[src/rtl/olo_intf_led_pkg.sv]
// olo_intf_led_pkg: shared FSM state type and time-to-cycles helper for the LED player
package olo_intf_led_pkg;
  typedef enum logic [1:0] {Idle, Show, Gap} state_t;
  // Ceiling of freq*t, tolerant of floating-point noise just above an integer
  function automatic int cycles(real freq, real t);
    real x;
    int c;
    x = freq * t;
    c = $rtoi(x);
    if (x - real'(c) > 1.0e-6) c = c + 1;
    return c;
  endfunction
endpackage

[src/rtl/olo_intf_led_player.sv]
// olo_intf_led_player: pops stream words and shows each on LEDs for a hold time, then blanks for a gap
module olo_intf_led_player
  import olo_intf_led_pkg::*;
#(
  parameter real ClkFrequency_g = 125.0e6,
  parameter real HoldTime_g     = 0.5,
  parameter real GapTime_g      = 0.1,
  parameter int  Width_g        = 4
) (
  input  logic               clk_i,
  input  logic               rst_n_i,
  input  logic [Width_g-1:0] in_data_i,
  input  logic               in_valid_i,
  output logic               in_ready_o,
  input  logic               clear_i,
  output logic [Width_g-1:0] led_o,
  output logic               out_strobe_o,
  output logic               busy_o
);
  localparam int HoldRaw    = cycles(ClkFrequency_g, HoldTime_g);
  localparam int HoldCycles = HoldRaw < 1 ? 1 : HoldRaw;
  localparam int GapCycles  = cycles(ClkFrequency_g, GapTime_g);
  localparam int CntMax     = HoldCycles > GapCycles ? (HoldCycles > 2 ? HoldCycles : 2)
                                                     : (GapCycles > 2 ? GapCycles : 2);
  localparam int CntW       = $clog2(CntMax);
  localparam logic [CntW-1:0] HoldLoad = CntW'(HoldCycles - 1);
  localparam logic [CntW-1:0] GapLoad  = GapCycles > 0 ? CntW'(GapCycles - 1) : '0;
  if (!(HoldTime_g > 0.0) || !(GapTime_g >= 0.0) || !(ClkFrequency_g > 0.0)) begin : g_bad_param
    $error("olo_intf_led_player: HoldTime_g>0, GapTime_g>=0 and ClkFrequency_g>0 required");
  end
  state_t              state_q, state_d;
  logic [CntW-1:0]     cnt_q, cnt_d;
  logic [Width_g-1:0]  data_q, data_d, led_q, led_d;
  logic                strobe_q, strobe_d;
  assign in_ready_o   = (state_q == Idle) && !clear_i && rst_n_i;
  assign busy_o       = state_q != Idle;
  assign led_o        = led_q;
  assign out_strobe_o = strobe_q;
  always_comb begin
    state_d  = state_q;
    cnt_d    = cnt_q;
    data_d   = data_q;
    strobe_d = 1'b0;
    case (state_q)
      Idle: if (in_valid_i && in_ready_o) begin
        state_d  = Show;
        cnt_d    = HoldLoad;
        data_d   = in_data_i;
        strobe_d = 1'b1;
      end
      Show: begin
        state_d = cnt_q == '0 ? (GapCycles > 0 ? Gap : Idle) : Show;
        cnt_d   = cnt_q == '0 ? GapLoad : cnt_q - CntW'(1);
      end
      Gap: begin
        state_d = cnt_q == '0 ? Idle : Gap;
        cnt_d   = cnt_q == '0 ? '0 : cnt_q - CntW'(1);
      end
      default: state_d = Idle;
    endcase
    if (clear_i) begin
      state_d  = Idle;
      cnt_d    = '0;
      strobe_d = 1'b0;
    end
    led_d = state_d == Show ? data_d : '0;
  end
  always_ff @(posedge clk_i) begin
    if (!rst_n_i) begin
      state_q  <= Idle;
      cnt_q    <= '0;
      data_q   <= '0;
      led_q    <= '0;
      strobe_q <= 1'b0;
    end else begin
      state_q  <= state_d;
      cnt_q    <= cnt_d;
      data_q   <= data_d;
      led_q    <= led_d;
      strobe_q <= strobe_d;
    end
  end
endmodule

[config.mk]
export PLATFORM = sky130hd
export DESIGN_NAME = olo_intf_led_player
export DESIGN_NICKNAME = d
export VERILOG_FILES = /design/src/rtl/olo_intf_led_pkg.sv /design/src/rtl/olo_intf_led_player.sv
export SDC_FILE = /design/constraint.sdc
export NUM_CORES = 1
export LEC_CHECK = 0
export CAP_MARGIN = 20
export CORE_UTILIZATION = 50
export DETAILED_ROUTE_END_ITERATION = 12
export PLACE_DENSITY_LB_ADDON = 0.15
export SETUP_SLACK_MARGIN = 0.1
export SLEW_MARGIN = 30
export SYNTH_ARGS = -nofsm -noshare
export SYNTH_HDL_FRONTEND = slang
export SYNTH_SLANG_ARGS = --single-unit
[constraint.sdc]
create_clock -name clk_i -period 2.5 [get_ports clk_i]
set_clock_uncertainty 0.05 [all_clocks]
set_input_delay 0.25 -clock clk_i [delete_from_list [all_inputs] [get_ports clk_i]]
set_output_delay 0.25 -clock clk_i [all_outputs]
set_load 0.01 [all_outputs]
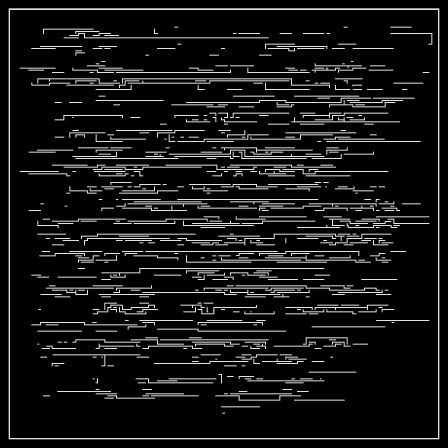
(run_1/layer_met1.png)
The longest straight run is 29.0 µm. The layer holds 48% of the routed length. 272 nets have wire on it.
via count: 2010
drt total wl: 5183 µm
met1 usage: 33.88%

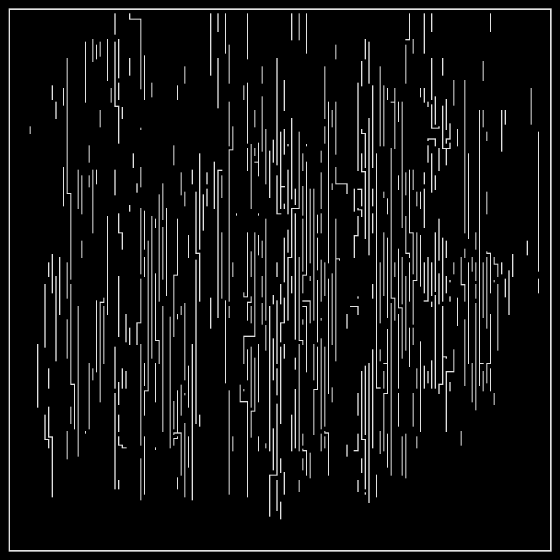
(run_1/layer_met2.png)
The wires run mostly vertical. The longest straight run is 34.3 µm. The layer holds 44% of the routed length. 238 nets have wire on it. The layer carries 2290 µm of wire.
GR met2 Demand/Resource: 38.88%

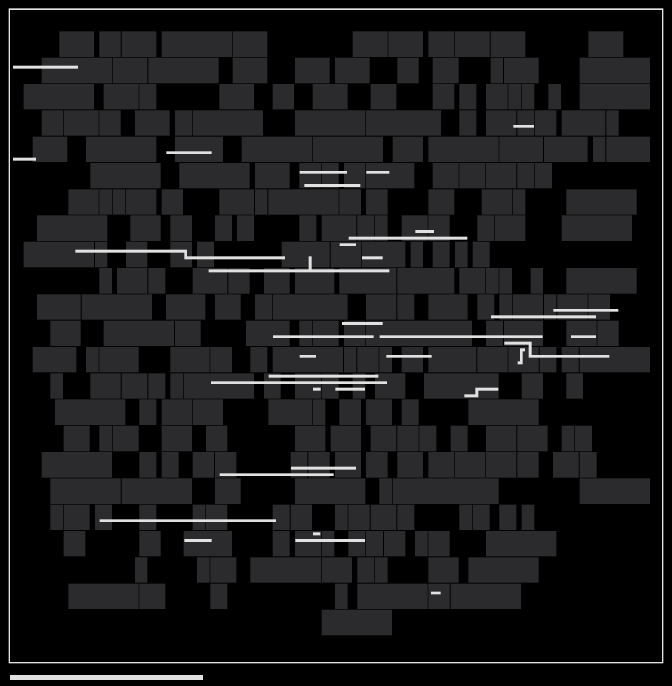
(run_1/layer_met3.png)
The bar under the picture is 20 µm long. Cells faint in the background.
The layer carries 237 µm of wire. The layer holds 4.6% of the routed length. The longest straight run is 18.4 µm. 25 nets have wire on it.
met3 GRT Util: 4.054%

==> CHANGELOG.md, run 1 <==
### Changed

- CTS tree: done
- Critical Path End: cnt_q[15]
- Register area: 740.7 µm²
- Post-CTS setup buffer count: 1
- Worst Path Max Fanout: 6
- Max H-tree Level: 2
- RSZ-0062 raised after global routing: no
- Most used cell, CP: or4_4
- P_comb: 0.441 mW
- Clock tree root buffer cell: clkbuf_8
- Setup TNS Final: 0 ns
- Worst-path clk slew: 0.08 ns
- Comb area: 1339 µm²
- Drt via density: 6.128
- Die height: 67.46 µm
- Power Total: 1.702 mW
- Dpl cells: 319
- YS warnings: 0
- Post-synth design cell area: 2142 µm²
- N_taps: 50
- Largest logic family: simple AND/OR/NAND/NOR gates
- Crit. End Element: flip-flop
- Switching power: 0.5035 mW
- Synth top area share: 34.58%
- FF+latch count, synth: 37
- Logic inverters: 15
- Hold path cells: 2
- Worst path cell trace: or4_4 -> or4_4 -> o21ai_4 -> o21ai_0 -> a211oi_1
- Resized Gates After CTS: 2
- P_clk: 0.636 mW
- Biggest register: cnt_q
- Area after DPL: 2404 µm²
- Synth area leaders: dfxtp_1 (35%), nor3_1 (4.4%), nor2_1 (3.7%)
- Most frequent cells in the layout: dfxtp_1 (37), nor2_1 (21), nor3_1 (17), inv_1 (15), clkdlybuf4s50_1 (14)
- WP data required: 2.65 ns
- Crit path arrival time: 2.49 ns
- Combinational gates: 190
- Busiest grt layer: met2
- Fillers: 349
- Seq pwr: 0.625 mW
- Reg2Reg Setup Slack: 0.16 ns
- Clock-cell share: 5.281%
- VDD IR max: 377.3 µV
- GR Util All Layers: 25.51%
- Biggest consumer: the clock network
- Critical path launch point: cnt_q[16]
- Num rows: 23
- Io pins: 15
- CP max stage delay: 0.60 ns
- Clk network pwr share: 37.4%
- Floorplan Nets: 270
- Critical Path Stages: 5
- Critical path class: flip-flop to flip-flop
- Post-Route Utilization: 64.23%
- Worst reg2reg path depth: 5
- XOR Share, Synth: 2.862%
- Clk sinks: 37
- Final instance area: 2606 µm²
- Flop count: 37
- MUX area fraction: 1.869%
- Largest net degree at the start of global routing: 19
- Most frequent cells after synthesis: dfxtp_1 (37), nor2_1 (21), nor3_1 (19)
- Top sig layer: met4
- Seq/total area: 28.42%
- Initial antenna violation count: 0
- Biggest Area Class: logic gates
- RR Endpoint: cnt_q[15]
- Fmax: 426.6 MHz
- DR WL met3: 237 µm
- AND/OR/NAND/NOR Cells, Area Fraction: 29.44%
- Pwr Density: 653.1 nW/µm²
- DP HPWL: 3814 µm
- RD Place Congestion: 0.9088
- Sequential Power Share: 36.7%
- Synth cell types: 56
- Die ar.: 4550 µm²
- Share of layout cells above drive strength 1: 16.91%
- Post-synthesis chip area from yosys: 2142 µm²
- Slew @ Worst Pin: 0.5587 ns
- Wire length on met2: 2290 µm
- Switching share of power: 29.58%
- Non-Clock Buffer Area Fraction: 10.37%
- HP Class: flip-flop to flip-flop
- Number of DRC markers in iteration 0: 163
- Status: completed
- Worst slew margin: 62.76%
- Count of final hold-check violations: 0
- Global-route wire length before repair: 8583 µm
## Run 2: what changed since run 1
--- a/config.mk
+++ b/config.mk
@@ -10,6 +10,7 @@
 export DETAILED_ROUTE_END_ITERATION = 12
 export PLACE_DENSITY_LB_ADDON = 0.15
 export SETUP_SLACK_MARGIN = 0.1
+export SKIP_LAST_GASP = 1
 export SLEW_MARGIN = 30
 export SYNTH_ARGS = -nofsm -noshare
 export SYNTH_HDL_FRONTEND = slang
==> constraint.sdc (replaced) <==
create_clock -name clk_i -period 2.7 [get_ports clk_i]
set_clock_uncertainty 0.05 [all_clocks]
set_input_delay 0.27 -clock clk_i [delete_from_list [all_inputs] [get_ports clk_i]]
set_output_delay 0.27 -clock clk_i [all_outputs]
set_load 0.1 [all_outputs]
==> CHANGELOG.md, run 2 <==
### Changed

- Largest net degree at the start of global routing: 18 (-1)
- CP max stage delay: 0.69 ns (+0.09 ns)
- MUX area fraction: 1.869% (unchanged)
- Largest logic family: simple AND/OR/NAND/NOR gates
- Synth top area share: 34.58% (unchanged)
- Count of final hold-check violations: 0 (unchanged)
- Die ar.: 4550 µm² (unchanged)
- Num rows: 23 (unchanged)
- Biggest Area Class: logic gates
- Biggest register: cnt_q
- Busiest grt layer: met2
- Area after DPL: 2346 µm² (-2.4%)
- Worst slew margin: 57.00% (-5.8 points)
- Switching share of power: 32.02% (+2.4 points)
- Floorplan Nets: 270 (unchanged)
- Io pins: 15 (unchanged)
- VDD IR max: 319.4 µV (-15%)
- Clock tree root buffer cell: clkbuf_8
- Number of buffers and inverters on the critical path: 1
- Max H-tree Level: 2 (unchanged)
- Wire length on met2: 2258 µm (-1.4%)
- Drt via density: 6.080 (-0.78%)
- DR WL met3: 324 µm (+37%)
- Sequential Power Share: 41.5% (+4.8 points)
- Initial antenna violation count: 0 (unchanged)
- WL per Instance: 15.64 µm
- Post-CTS setup buffer count: 0 (-1)
- Die height: 67.46 µm (unchanged)
- Worst path cell trace: or4_1 -> buf_4 -> nor3_2 -> nand3_1 -> a221oi_1 -> nor3_1
- Clock-cell share: 4.118% (-1.2 points)
- Logic inverters: 15 (unchanged)
- Global-route wire length before repair: 8335 µm (-2.9%)
- Resized Gates After CTS: 0 (-2)
- Final instance area: 2461 µm² (-5.6%)
- N_taps: 50 (unchanged)
- Synth cell types: 56 (unchanged)
- RSZ-0062 raised after global routing: no
- Fillers: 364 (+4.3%)
- Comb area: 1290 µm² (-3.6%)
- AND/OR/NAND/NOR Cells, Area Fraction: 29.44% (unchanged)
- Fmax: 408.6 MHz (-4.2%)
- Seq/total area: 30.10% (+1.7 points)
- Post-synth design cell area: 2142 µm² (unchanged)
- YS warnings: 0 (unchanged)
- Status: completed
- Share of layout cells above drive strength 1: 16.42% (-0.48 points)
- Reg2Reg Setup Slack: 0.25 ns (+0.10 ns)
- Combinational gates: 190 (unchanged)
- P_comb: 0.391 mW (-11%)
- RR Endpoint: cnt_q[20]
- Switching power: 0.4471 mW (-11%)
- Post-synthesis chip area from yosys: 2142 µm² (unchanged)
- Critical path launch point: cnt_q[4]
- Clk network pwr share: 30.5% (-6.9 points)
- DP HPWL: 3736 µm (-2.1%)
- Pwr Density: 567.4 nW/µm² (-13%)
- Post-Route Utilization: 60.65% (-3.6 points)
- Hold path cells: 2 (unchanged)
- Most frequent cells after synthesis: dfxtp_1 (37), nor2_1 (21), nor3_1 (19)
- Register area: 740.7 µm² (unchanged)
- RD Place Congestion: 0.9364 (+3.0%)
- Clk sinks: 37 (unchanged)
- Internal: 0.9494 mW
- Critical Path End: cnt_q[20]
- CTS tree: done
- Dpl cells: 315 (-1.3%)
- Critical path class: flip-flop to flip-flop
- Worst reg2reg path depth: 6 (+1)
- Number of DRC markers in iteration 0: 191 (+17%)
- Seq pwr: 0.579 mW (-7.4%)
- Power Total: 1.397 mW (-18%)
- Total core area: 4058 µm²
- Worst-path clk slew: 0.07 ns (about the same)
- Biggest consumer: registers
- Synth area leaders: dfxtp_1 (35%), nor3_1 (4.4%), nor2_1 (3.7%)
- Slew @ Worst Pin: 0.6391 ns (+0.08048 ns)
- Flop count: 37 (unchanged)
- P_clk: 0.426 mW (-33%)
- Non-Clock Buffer Area Fraction: 8.541% (-1.8 points)
- Crit path arrival time: 2.57 ns (+0.08 ns)
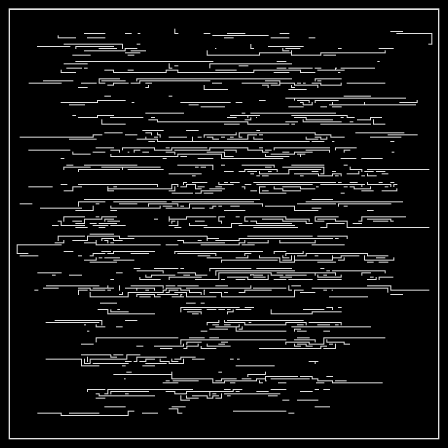
(run_2/layer_met1.png)
The layer carries 2410 µm of wire. 270 nets have wire on it. The layer holds 48% of the routed length. The longest straight run is 27.6 µm.
met1 usage: 35.32%
via count: 1970

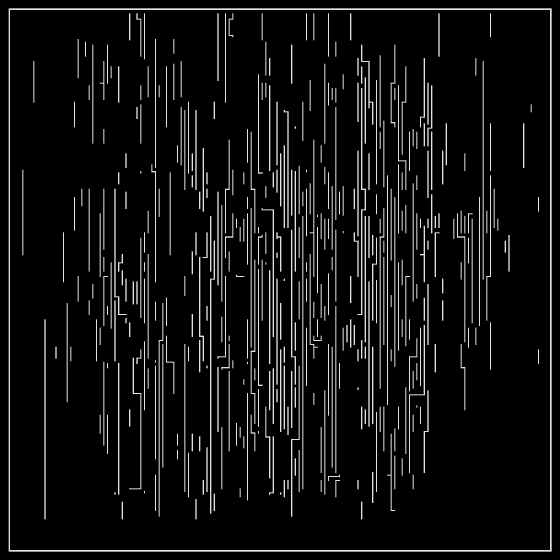
(run_2/layer_met2.png)
The layer holds 45% of the routed length. The layer carries 2260 µm of wire. 232 nets have wire on it. The longest straight run is 34.0 µm. The wires run mostly vertical.
GR met2 Demand/Resource: 37.00%
drt total wl: 5067 µm

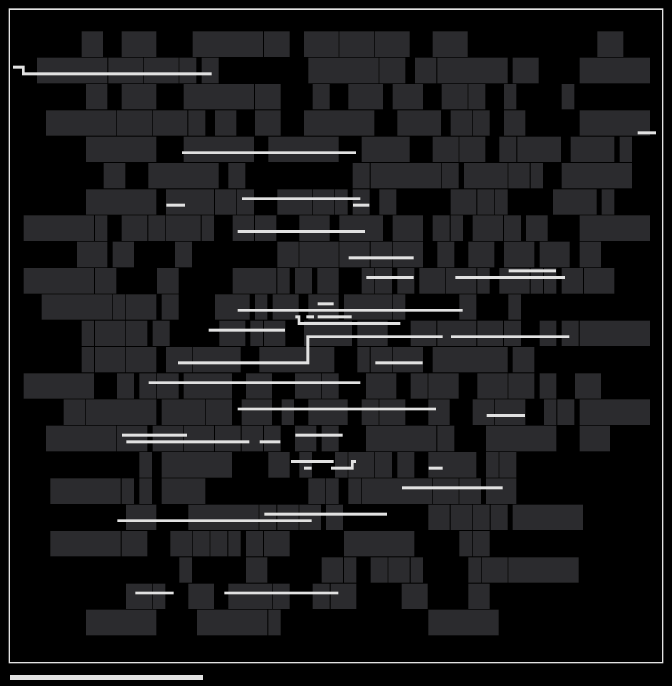
(run_2/layer_met3.png)
The bar under the picture is 20 µm long. Cells faint in the background.
The layer carries 324 µm of wire. 30 nets have wire on it. The layer holds 6.4% of the routed length.
met3 GRT Util: 5.574%

## Run 3: what changed since run 2
--- a/config.mk
+++ b/config.mk
@@ -6,6 +6,7 @@
 export NUM_CORES = 1
 export LEC_CHECK = 0
 export CAP_MARGIN = 20
+export CORE_MARGIN = 4
 export CORE_UTILIZATION = 50
 export DETAILED_ROUTE_END_ITERATION = 12
 export PLACE_DENSITY_LB_ADDON = 0.15
==> CHANGELOG.md, run 3 <==
### Changed

- Hold path cells: 2 (unchanged)
- Area grow syn2layout: 14.19%
- Share of layout cells above drive strength 1: 15.44% (-0.98 points)
- Dpl cells: 314 (-0.32%)
- Logic inverters: 15 (unchanged)
- Non-clk bufs: 22
- Floorplan Nets: 270 (unchanged)
- Die height: 73.46 µm (+8.9%)
- Pwr Density: 572.3 nW/µm² (+0.86%)
- Post-synthesis chip area from yosys: 2142 µm² (unchanged)
- Area after DPL: 2338 µm² (-0.32%)
- Power Total: 1.400 mW (+0.25%)
- Final instance area: 2446 µm² (-0.61%)
- P_comb: 0.390 mW (about the same)
- RR Endpoint: cnt_q[0]
- Combinational gates: 190 (unchanged)
- Critical path class: flip-flop to flip-flop
- Flop count: 37 (unchanged)
- Fmax: 407.2 MHz (-0.35%)
- Critical path launch point: cnt_q[0]
- Seq pwr: 0.580 mW (about the same)
- MUX area fraction: 1.869% (unchanged)
- Clock-cell share: 4.143% (+0.025 points)
- Most frequent cells after synthesis: dfxtp_1 (37), nor2_1 (21), nor3_1 (19)
- Count of final hold-check violations: 0 (unchanged)
- Synth top area share: 34.58% (unchanged)
- Slew @ Worst Pin: 0.5882 ns (-0.05096 ns)
- Clk sinks: 37 (unchanged)
- Max H-tree Level: 2 (unchanged)
- Status: completed
- Post-synth design cell area: 2142 µm² (unchanged)
- Worst path cell trace: inv_1 -> ha_1 -> or3b_2 -> nor4_4 -> a21boi_2 -> o31ai_4 -> buf_4 -> a211oi_1
- Detailed Routing Iterations Pass 1: 4
- Clock tree root buffer cell: clkbuf_8
- Biggest Area Class: logic gates
- GR met2 Demand/Resource: 31.59% (-5.4 points)
- Largest net degree at the start of global routing: 18 (unchanged)
- Number of DRC markers in iteration 0: 185 (-3.1%)
- N_taps: 50 (unchanged)
- Global-route wire length before repair: 8728 µm (+4.7%)
- Largest logic family: simple AND/OR/NAND/NOR gates
- Reg2Reg Setup Slack: 0.24 ns (about the same)
- Clk network pwr share: 30.7% (+0.2 points)
- Worst-path clk slew: 0.07 ns (about the same)
- Crit path arrival time: 2.57 ns (about the same)
- YS warnings: 0 (unchanged)
- Worst slew margin: 60.79% (+3.8 points)
- Busiest grt layer: met2
- Yosys cell count: 256
- CTS tree: done
- Fillers: 387 (+6.3%)
- Synth area leaders: dfxtp_1 (35%), nor3_1 (4.4%), nor2_1 (3.7%)
- Total core area: 4058 µm² (unchanged)
- Initial antenna violation count: 0 (unchanged)
- Synth cell types: 56 (unchanged)
- Critical Path End: cnt_q[0]
- WP data required: 2.81 ns
- RSZ-0062 raised after global routing: no
- DP HPWL: 3839 µm (+2.8%)
- Yosys aoi share: 22.14%
- AND/OR/NAND/NOR Cells, Area Fraction: 29.44% (unchanged)
- Internal: 0.9457 mW (-0.38%)
- Io pins: 15 (unchanged)
- Num rows: 23 (unchanged)
- Comb area: 1290 µm² (unchanged)
- Main flop type: dfxtp_1
- Number of buffers and inverters on the critical path: 2 (+1)
- CP max stage delay: 0.52 ns (-0.17 ns)
- Register area: 740.7 µm² (unchanged)
- Wire length on met2: 2395 µm (+6.1%)
- Biggest register: cnt_q
- Switching power: 0.4542 mW (+1.6%)
- DR WL met3: 207 µm (-36%)
- Sequential Power Share: 41.4% (about the same)
- Post-CTS setup buffer count: 0 (unchanged)
- Non-Clock Buffer Area Fraction: 7.980% (-0.56 points)
- Switching share of power: 32.45% (+0.43 points)
- Die ar.: 5396 µm² (+19%)
- VDD IR max: 514.9 µV (+61%)
- P_clk: 0.430 mW (+0.9%)
- FF+latch count, synth: 37
- Resized Gates After CTS: 0 (unchanged)
- Drt via density: 6.214 (+2.2%)
- RD Place Congestion: 0.8731 (-6.8%)
- Worst reg2reg path depth: 8 (+2)
- WL per Instance: 16.49 µm (+5.4%)
- Biggest consumer: registers
- Cts hold-fix bufs: 0
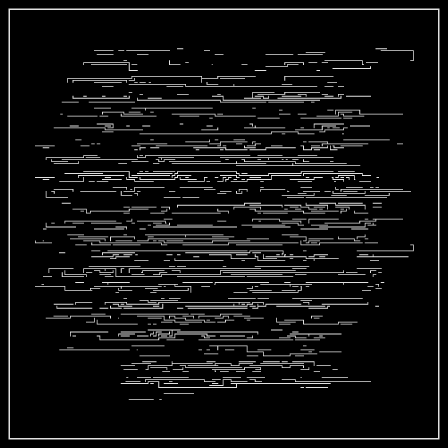
(run_3/layer_met1.png)
The longest straight run is 23.9 µm. The layer carries 2610 µm of wire.
via count: 2001
drt total wl: 5309 µm
met1 usage: 29.60%

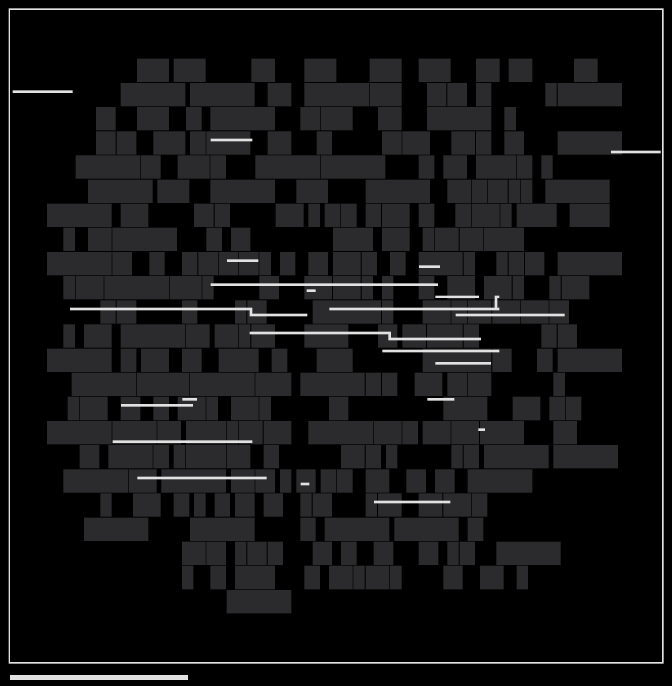
(run_3/layer_met3.png)
The bar under the picture is 20 µm long. Cells faint in the background.
The longest straight run is 25.3 µm. 16 nets have wire on it. The wires run mostly horizontal. The layer carries 208 µm of wire. The layer holds 3.9% of the routed length.
met3 GRT Util: 4.514%

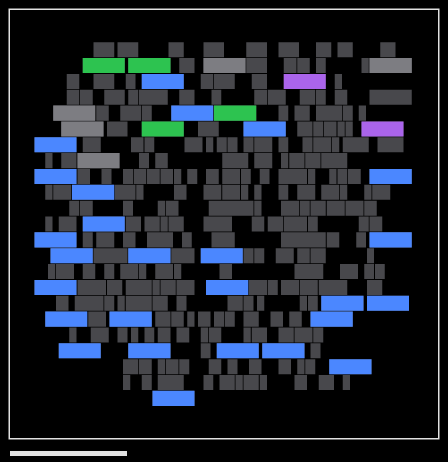
(run_3/flops_by_reg.png)
The bar under the picture is 20 µm long. Other sequential cells in the stronger gray, the rest of the logic in the fainter gray.
Key: led_o = green [sequential cells 4]; state_q = purple [sequential cells 2]; cnt_q = blue [sequential cells 26]
Seq/total area: 30.28%
Post-Route Utilization: 60.28%

No activity file was given, so power comes from the tool's default toggle rates.
